[src/rtl/demux_stream_pkg.sv]
// Shared routing-mode constants for the stream demultiplexer.
package demux_stream_pkg;
  localparam logic [1:0] MODE_SEL   = 2'b00;
  localparam logic [1:0] MODE_BCAST = 2'b01;
  localparam logic [1:0] MODE_RR    = 2'b10;
  localparam logic [1:0] MODE_RSVD  = 2'b11;
endpackage

[src/rtl/demux_stream_router_if.sv]
// Producer-side and consumer-side handshake bundle for the router.
interface demux_stream_router_if #(
  parameter int W    = 16,
  parameter int N    = 4,
  parameter int SELW = 2
);
  logic            in_valid;
  logic            in_ready;
  logic [W-1:0]    in_data;
  logic [SELW-1:0] in_sel;
  logic [1:0]      mode;
  logic [N-1:0]    out_valid;
  logic [N-1:0]    out_ready;
  logic [N*W-1:0]  out_data;
  logic [SELW-1:0] rr_ptr;
  logic            drop_pulse;

  modport slave (
    input  in_valid, in_data, in_sel, mode, out_ready,
    output in_ready, out_valid, out_data, rr_ptr, drop_pulse
  );

  modport master (
    output in_valid, in_data, in_sel, mode, out_ready,
    input  in_ready, out_valid, out_data, rr_ptr, drop_pulse
  );
endinterface

[src/rtl/demux_out_slot.sv]
// One-entry output register; a full slot drained this cycle may reload.
module demux_out_slot #(
  parameter int W = 16
) (
  input  logic         clk,
  input  logic         rst_n,
  input  logic         load,
  input  logic [W-1:0] load_data,
  input  logic         out_ready,
  output logic         out_valid,
  output logic [W-1:0] out_data,
  output logic         can_acc
);
  logic         r_valid;
  logic [W-1:0] r_data;

  always_ff @(posedge clk or negedge rst_n) begin
    if (!rst_n) begin
      r_valid <= 1'b0;
      r_data  <= '0;
    end else if (load) begin
      r_valid <= 1'b1;
      r_data  <= load_data;
    end else if (out_ready) begin
      r_valid <= 1'b0;
    end
  end

  assign out_valid = r_valid;
  assign out_data  = r_data;
  assign can_acc   = !r_valid || out_ready;
endmodule

[src/rtl/demux_stream_router.sv]
// 1-to-N registered stream demux: select, broadcast and round-robin
// routing with drop reporting for out-of-range and reserved beats.
module demux_stream_router
  import demux_stream_pkg::*;
#(
  parameter int W    = 16,
  parameter int N    = 4,
  parameter int SELW = 2
) (
  input  logic clk,
  input  logic rst_n,
  demux_stream_router_if.slave bus
);
  localparam int P = 2 ** SELW;
  localparam logic [SELW:0]   NL   = (SELW + 1)'(N);
  localparam logic [SELW-1:0] LAST = SELW'(N - 1);

  logic [N-1:0]    w_can;
  logic [N-1:0]    w_valid;
  logic [N-1:0]    w_load;
  logic [N*W-1:0]  w_data;
  logic [P-1:0]    w_can_p;
  logic [P-1:0]    w_ld_p;
  logic            w_ready;
  logic            w_drop;
  logic            w_adv;
  logic [SELW-1:0] r_rr;
  logic            r_drop;

  // Index through power-of-two padded vectors so any in_sel is legal.
  always_comb begin
    w_can_p          = '0;
    w_can_p[N-1:0]   = w_can;
    w_ld_p           = '0;
    w_ready          = 1'b0;
    w_drop           = 1'b0;
    w_adv            = 1'b0;
    unique case (1'b1)
      (bus.mode == MODE_SEL): begin
        if ({1'b0, bus.in_sel} < NL) begin
          w_ready = w_can_p[bus.in_sel];
          w_ld_p[bus.in_sel] = bus.in_valid && w_ready;
        end else begin
          w_ready = 1'b1;
          w_drop  = bus.in_valid;
        end
      end
      (bus.mode == MODE_BCAST): begin
        w_ready = &w_can;
        w_ld_p  = {P{bus.in_valid && w_ready}};
      end
      (bus.mode == MODE_RR): begin
        w_ready = w_can_p[r_rr];
        w_ld_p[r_rr] = bus.in_valid && w_ready;
        w_adv   = bus.in_valid && w_ready;
      end
      default: begin
        w_ready = 1'b1;
        w_drop  = bus.in_valid;
      end
    endcase
  end

  assign w_load = w_ld_p[N-1:0];

  always_ff @(posedge clk or negedge rst_n) begin
    if (!rst_n) begin
      r_rr   <= '0;
      r_drop <= 1'b0;
    end else begin
      r_drop <= w_drop;
      if (w_adv) r_rr <= (r_rr == LAST) ? '0 : r_rr + 1'b1;
    end
  end

  for (genvar i = 0; i < N; i++) begin : g_slot
    demux_out_slot #(.W(W)) u_slot (
      .clk       (clk),
      .rst_n     (rst_n),
      .load      (w_load[i]),
      .load_data (bus.in_data),
      .out_ready (bus.out_ready[i]),
      .out_valid (w_valid[i]),
      .out_data  (w_data[i*W +: W]),
      .can_acc   (w_can[i])
    );
  end

  assign bus.in_ready   = w_ready;
  assign bus.out_valid  = w_valid;
  assign bus.out_data   = w_data;
  assign bus.rr_ptr     = r_rr;
  assign bus.drop_pulse = r_drop;
endmodule

[src/flat_wrapper.sv]
// flat-port wrapper written by rule: the top's interface ports become plain ports
module demux_stream_router_flat import demux_stream_pkg::*;
#(
  parameter int W    = 16,
  parameter int N    = 4,
  parameter int SELW = 2
)
  (clk, rst_n, bus_in_valid, bus_in_data, bus_in_sel, bus_mode, bus_out_ready, bus_in_ready, bus_out_valid, bus_out_data, bus_rr_ptr, bus_drop_pulse);
  demux_stream_router_if #(.W(W), .N(N), .SELW(SELW)) bus_i ();
  input  logic clk;
  input  logic rst_n;
  input wire logic [$bits(bus_i.in_valid)-1:0] bus_in_valid;
  input wire logic [$bits(bus_i.in_data)-1:0] bus_in_data;
  input wire logic [$bits(bus_i.in_sel)-1:0] bus_in_sel;
  input wire logic [$bits(bus_i.mode)-1:0] bus_mode;
  input wire logic [$bits(bus_i.out_ready)-1:0] bus_out_ready;
  output wire logic [$bits(bus_i.in_ready)-1:0] bus_in_ready;
  output wire logic [$bits(bus_i.out_valid)-1:0] bus_out_valid;
  output wire logic [$bits(bus_i.out_data)-1:0] bus_out_data;
  output wire logic [$bits(bus_i.rr_ptr)-1:0] bus_rr_ptr;
  output wire logic [$bits(bus_i.drop_pulse)-1:0] bus_drop_pulse;
  assign bus_i.in_valid = bus_in_valid;
  assign bus_i.in_data = bus_in_data;
  assign bus_i.in_sel = bus_in_sel;
  assign bus_i.mode = bus_mode;
  assign bus_i.out_ready = bus_out_ready;
  assign bus_in_ready = bus_i.in_ready;
  assign bus_out_valid = bus_i.out_valid;
  assign bus_out_data = bus_i.out_data;
  assign bus_rr_ptr = bus_i.rr_ptr;
  assign bus_drop_pulse = bus_i.drop_pulse;
  demux_stream_router #(.W(W), .N(N), .SELW(SELW)) u_core (.clk(clk), .rst_n(rst_n), .bus(bus_i));
endmodule
[config.mk]
export PLATFORM = sky130hd
export DESIGN_NAME = demux_stream_router_flat
export DESIGN_NICKNAME = d
export VERILOG_FILES = /design/src/rtl/demux_stream_pkg.sv /design/src/rtl/demux_stream_router_if.sv /design/src/rtl/demux_out_slot.sv /design/src/rtl/demux_stream_router.sv /design/src/flat_wrapper.sv
export SDC_FILE = /design/constraint.sdc
export NUM_CORES = 1
export LEC_CHECK = 0
export CORE_AREA = 2 2 113 115
export DETAILED_ROUTE_END_ITERATION = 8
export DIE_AREA = 0 0 115 117
export PLACE_DENSITY = 0.57
export SYNTH_ARGS = -nofsm -noshare
export SYNTH_HDL_FRONTEND = slang
export SYNTH_SLANG_ARGS = --single-unit
export TNS_END_PERCENT = 5
[constraint.sdc]
create_clock -name clk -period 2.7 [get_ports clk]
set_input_delay 0.54 -clock clk [delete_from_list [all_inputs] [get_ports clk]]
set_output_delay 0.54 -clock clk [all_outputs]
set_load 0.03 [all_outputs]
Fig. 1: run 1, met4 routing
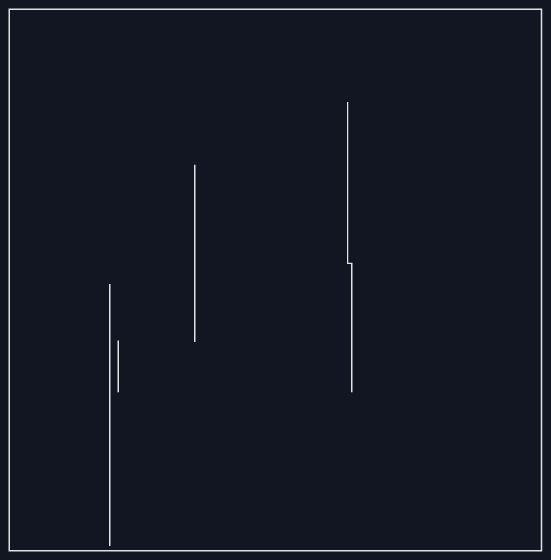
share of all routed wire: 2.3%
nets with wire on the layer: 2
via count: 1959
Total Wirelength: 7430 um

Fig. 2: run 1, the metal 2 layer
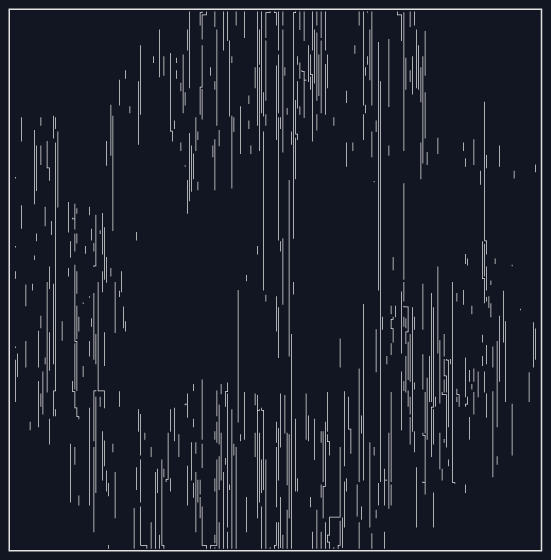
nets with wire on the layer: 315
share of all routed wire: 50%
global routing usage on met2: 19.3%

Fig. 3: run 1, signal wires on met3
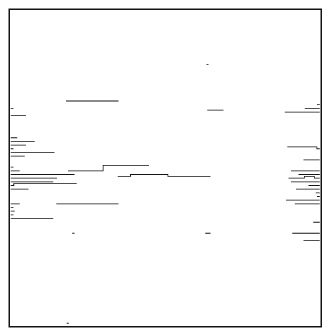
nets with wire on the layer: 40
wire length on this layer: 402 um
longest straight run: 23.2 um
GR Util met3: 3.30%

## run 1: state kept, by name, summed over array words and instances (netlist names)
signal and cells:
u_core.bus.drop_pulse 1, u_core.g_slot.u_slot.out_data 64, u_core.bus.rr_ptr 2, u_core.g_slot.u_slot.out_valid 4
## run 1: stage by stage
step | power, mW | instances | area, um2 | utilization [%]
after global placement | 4.91 | 444 | 4210 | 34.2
after CTS | 6.40 | 460 | 4560 | 37.0
after detailed placement | 4.95 | 444 | 4210 | 34.2
after floorplan | 3.62 | 192 | 3020 | -
after global routing | 6.60 | 460 | 4560 | 37.0
final | 6.30 | 460 | 4560 | 37.0
## run 1: layout by cell type, fill, tap and decap left out, types with 2 or more instances in the layout
cell type,instances
clkdlybuf4s50_1,96
dfrtp_1,71
mux2_2,49
buf_4,15
mux2_4,9
clkbuf_16,9
nand2_1,8
mux2_1,6
inv_1,4
nand2b_4,4
nor2_1,4
ha_1,4
nand2b_1,3
bufinv_16,3
nor2b_1,2
o21ai_0,2
a211oi_4,2
clkbuf_8,2
## run 1: cell type report
class | count | share of cell area (%)
Sequential cell | 71 | 39.0
Multi-Input combinational cell | 106 | 24.7
Timing Repair Buffer | 113 | 24.1
Clock buffer | 11 | 5.54
Tap cell | 150 | 4.12
Clock inverter | 5 | 2.28
Inverter | 4 | 0.329
## run 1: cells by family (layout without fill, tap and decap cells)
kind of cell             count (synthesis)  after routing
AND/OR/NAND/NOR                         29             29
multiplexers                            66             66
flip-flops                              71             71
adder cells (fa/ha/maj)                  4              4
buffers and inverters                   15            133
AND-OR/OR-AND                            7              7
## run 1: metal layers
metal	vias to the layer above	routed length, um	GRT usage (%)	part of all wire [%]
met4	0	168	6.75	2.3
li1	903	-	-	-
met2	48	3720	19.3	50
met1	997	3130	13.7	42
met5	-	0	0	0
met3	11	402	3.30	5.4
==> results.json, run 1 <==
{
  "cpMaxStageDelayCell": "mux4_1",
  "setup_violations": 0,
  "synthCells": 192,
  "dr.pass1.iters": 4,
  "die_h_um": 117,
  "crit-reg2reg-launch": "u_core.bus.rr_ptr[1]",
  "cts.repair.resized": 5,
  "nets": 336,
  "ioPinCount": 99,
  "dieWidth_um": 115,
  "critPathKind": "in -> out",
  "drive_gt1_share_pct": 32.6,
  "h-tree-depth": 3,
  "root_buffer": "clkbuf_16",
  "worst_pin_slew_ps": 915,
  "avgSynthCellArea_um2": 15.7,
  "gp_congestion": 0.791,
  "synth.logic.top_family": "multiplexers",
  "yosysTopAreaCell": "dfrtp_1",
  "cts_made_buffers": 9,
  "status": "complete, no violations",
  "nFillCells": 1194,
  "synthToLayoutAreaGrowth_pct": 50.8,
  "pg_comb_mw": 3.01,
  "ff_type": "dfrtp_1",
  "wl_per_cell_um": 16.1,
  "swShare_pct": 37.4,
  "warnings": 29,
  "antenna_found_initial": 0,
  "logic_area_um2": 1120,
  "grt_pass1_vias": 2173,
  "hold_path_class": "in -> async",
  "cts_buffer_depth": 2,
  "n_antenna_cell": 0,
  "cp.arrival_ps": 2100,
  "setup_tns_ps": 0,
  "grt_overflow": 0
}
## Run 2: what changed since run 1
--- a/config.mk
+++ b/config.mk
@@ -12,4 +12,4 @@
 export SYNTH_ARGS = -nofsm -noshare
 export SYNTH_HDL_FRONTEND = slang
 export SYNTH_SLANG_ARGS = --single-unit
-export TNS_END_PERCENT = 5
+export TNS_END_PERCENT = 100
Fig. 4: run 2, congestion heat map
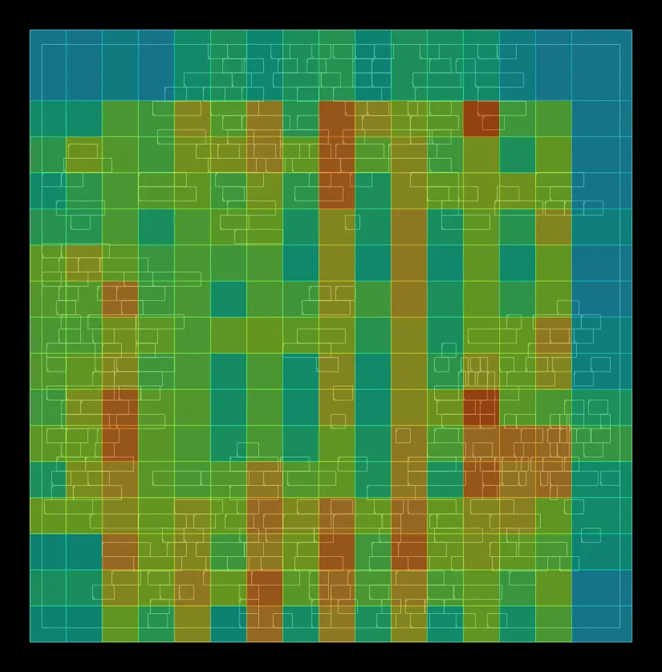
met1 Use GR: 13.7%
Top Usage Layer GRT: met2

Fig. 5: run 2, the metal 2 layer
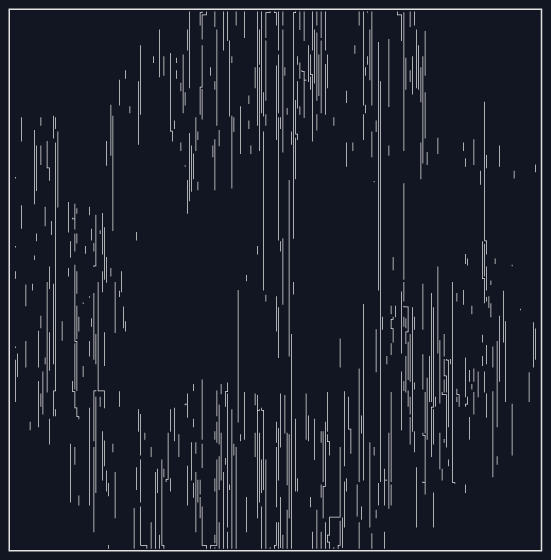
main direction: vertical
share of all routed wire: 50%
nets with wire on the layer: 315
wire length on this layer: 3720 um
longest straight run: 86.7 um

==> results.json, run 2 <==
{
  "cts_made_buffers": 9,
  "warnings": 29,
  "hold_path_class": "in -> async",
  "root_buffer": "clkbuf_16",
  "gp_congestion": 0.791,
  "avgSynthCellArea_um2": 15.7,
  "rrSetupSlack_ps": 410,
  "cts_buffer_depth": 2,
  "instances_no_fill": 460,
  "rsz0062_at_grt": "no",
  "grtUsageMet3_pct": 3.30,
  "synthCells": 192,
  "grt_overflow": 0,
  "ff_type": "dfrtp_1",
  "cpMaxStageDelayCell": "mux4_1",
  "fin_util_pct": 37.0,
  "largest_reg_flops": 64,
  "antenna_found_initial": 0,
  "wl_um": 7430,
  "cp.arrival_ps": 2100,
  "layout_top_cells": "96 x clkdlybuf4s50_1, 71 x dfrtp_1, 49 x mux2_2",
  "vias": 1959,
  "nets": 336,
  "swShare_pct": 37.4,
  "wl_per_cell_um": 16.1,
  "setup_violations": 0,
  "worst_pin_slew_ps": 915,
  "critPathKind": "in -> out",
  "grt_pass1_vias": 2173,
  "status": "complete, no violations",
  "finalCritPeriodShare_pct": 97.7,
  "yosysTopAreaCell": "dfrtp_1",
  "ioPinCount": 99,
  "layout_top_cell": "clkdlybuf4s50_1",
  "dieWidth_um": 115,
  "n_antenna_cell": 0,
  "dr.pass1.iters": 4,
  "pg_comb_mw": 3.01,
  "drive_gt1_share_pct": 32.6,
  "h-tree-depth": 3,
  "cts.repair.resized": 5,
  "use_met2_pct": 19.3,
  "die_h_um": 117
}
==> run 2: layout make-up <==
class / count / area, um2
inverters: 4 / 15.0
fillers: 1194 / 7750
clock inverters: 5 / 104
well taps: 150 / 188
clock buffers: 11 / 253
repair buffers: 113 / 1100
flip-flops and latches: 71 / 1780
multi-input cells: 106 / 1120
==> run 2: per-layer routing <==
layer	up-vias	part of all wire [%]	routed length, um
met2	48	50	3720
met4	0	2.3	168
met5	-	0	0
met1	997	42	3130
met3	11	5.4	402
li1	903	-	-
==> run 2: cell families (layout without fill, tap and decap cells) <==
| logic type | count (synthesis) | count (layout) | synth area share [%] |
|---|---|---|---|
| compound gates | 7 | 7 | 2.48 |
| fa+ha+maj | 4 | 4 | 1.66 |
| buf+inv | 15 | 133 | 4.01 |
| flops | 71 | 71 | 58.8 |
| mux | 66 | 66 | 26.6 |
| simple gates | 29 | 29 | 6.50 |
==> run 2: final timing paths <==
path                                                      start                              endpoint  depth (start not counted)
setup / recovery                                  bus_in_sel[1]                          bus_in_ready                          6
min in group clk           u_core.g_slot[1].u_slot.out_data[13]  u_core.g_slot[1].u_slot.out_data[13]                          1
max in group asynchronous                                 rst_n   u_core.g_slot[1].u_slot.out_data[3]                          1
hold reg to reg            u_core.g_slot[1].u_slot.out_data[13]  u_core.g_slot[1].u_slot.out_data[13]                          1
hold / removal                                            rst_n  u_core.g_slot[0].u_slot.out_data[12]                          1
setup reg to reg                           u_core.bus.rr_ptr[1]   u_core.g_slot[1].u_slot.out_data[7]                          5
==> run 2: per-stage QoR <==
step,instance area (um2),hold WS [ps]
6_report,4560,341
5_1_grt,4560,426
4_1_cts,4560,374
3_5_place_dp,4210,474
3_3_place_gp,4210,470
2_1_floorplan,3020,244
Power figures rest on the tool's default switching activity, not on a simulated workload.
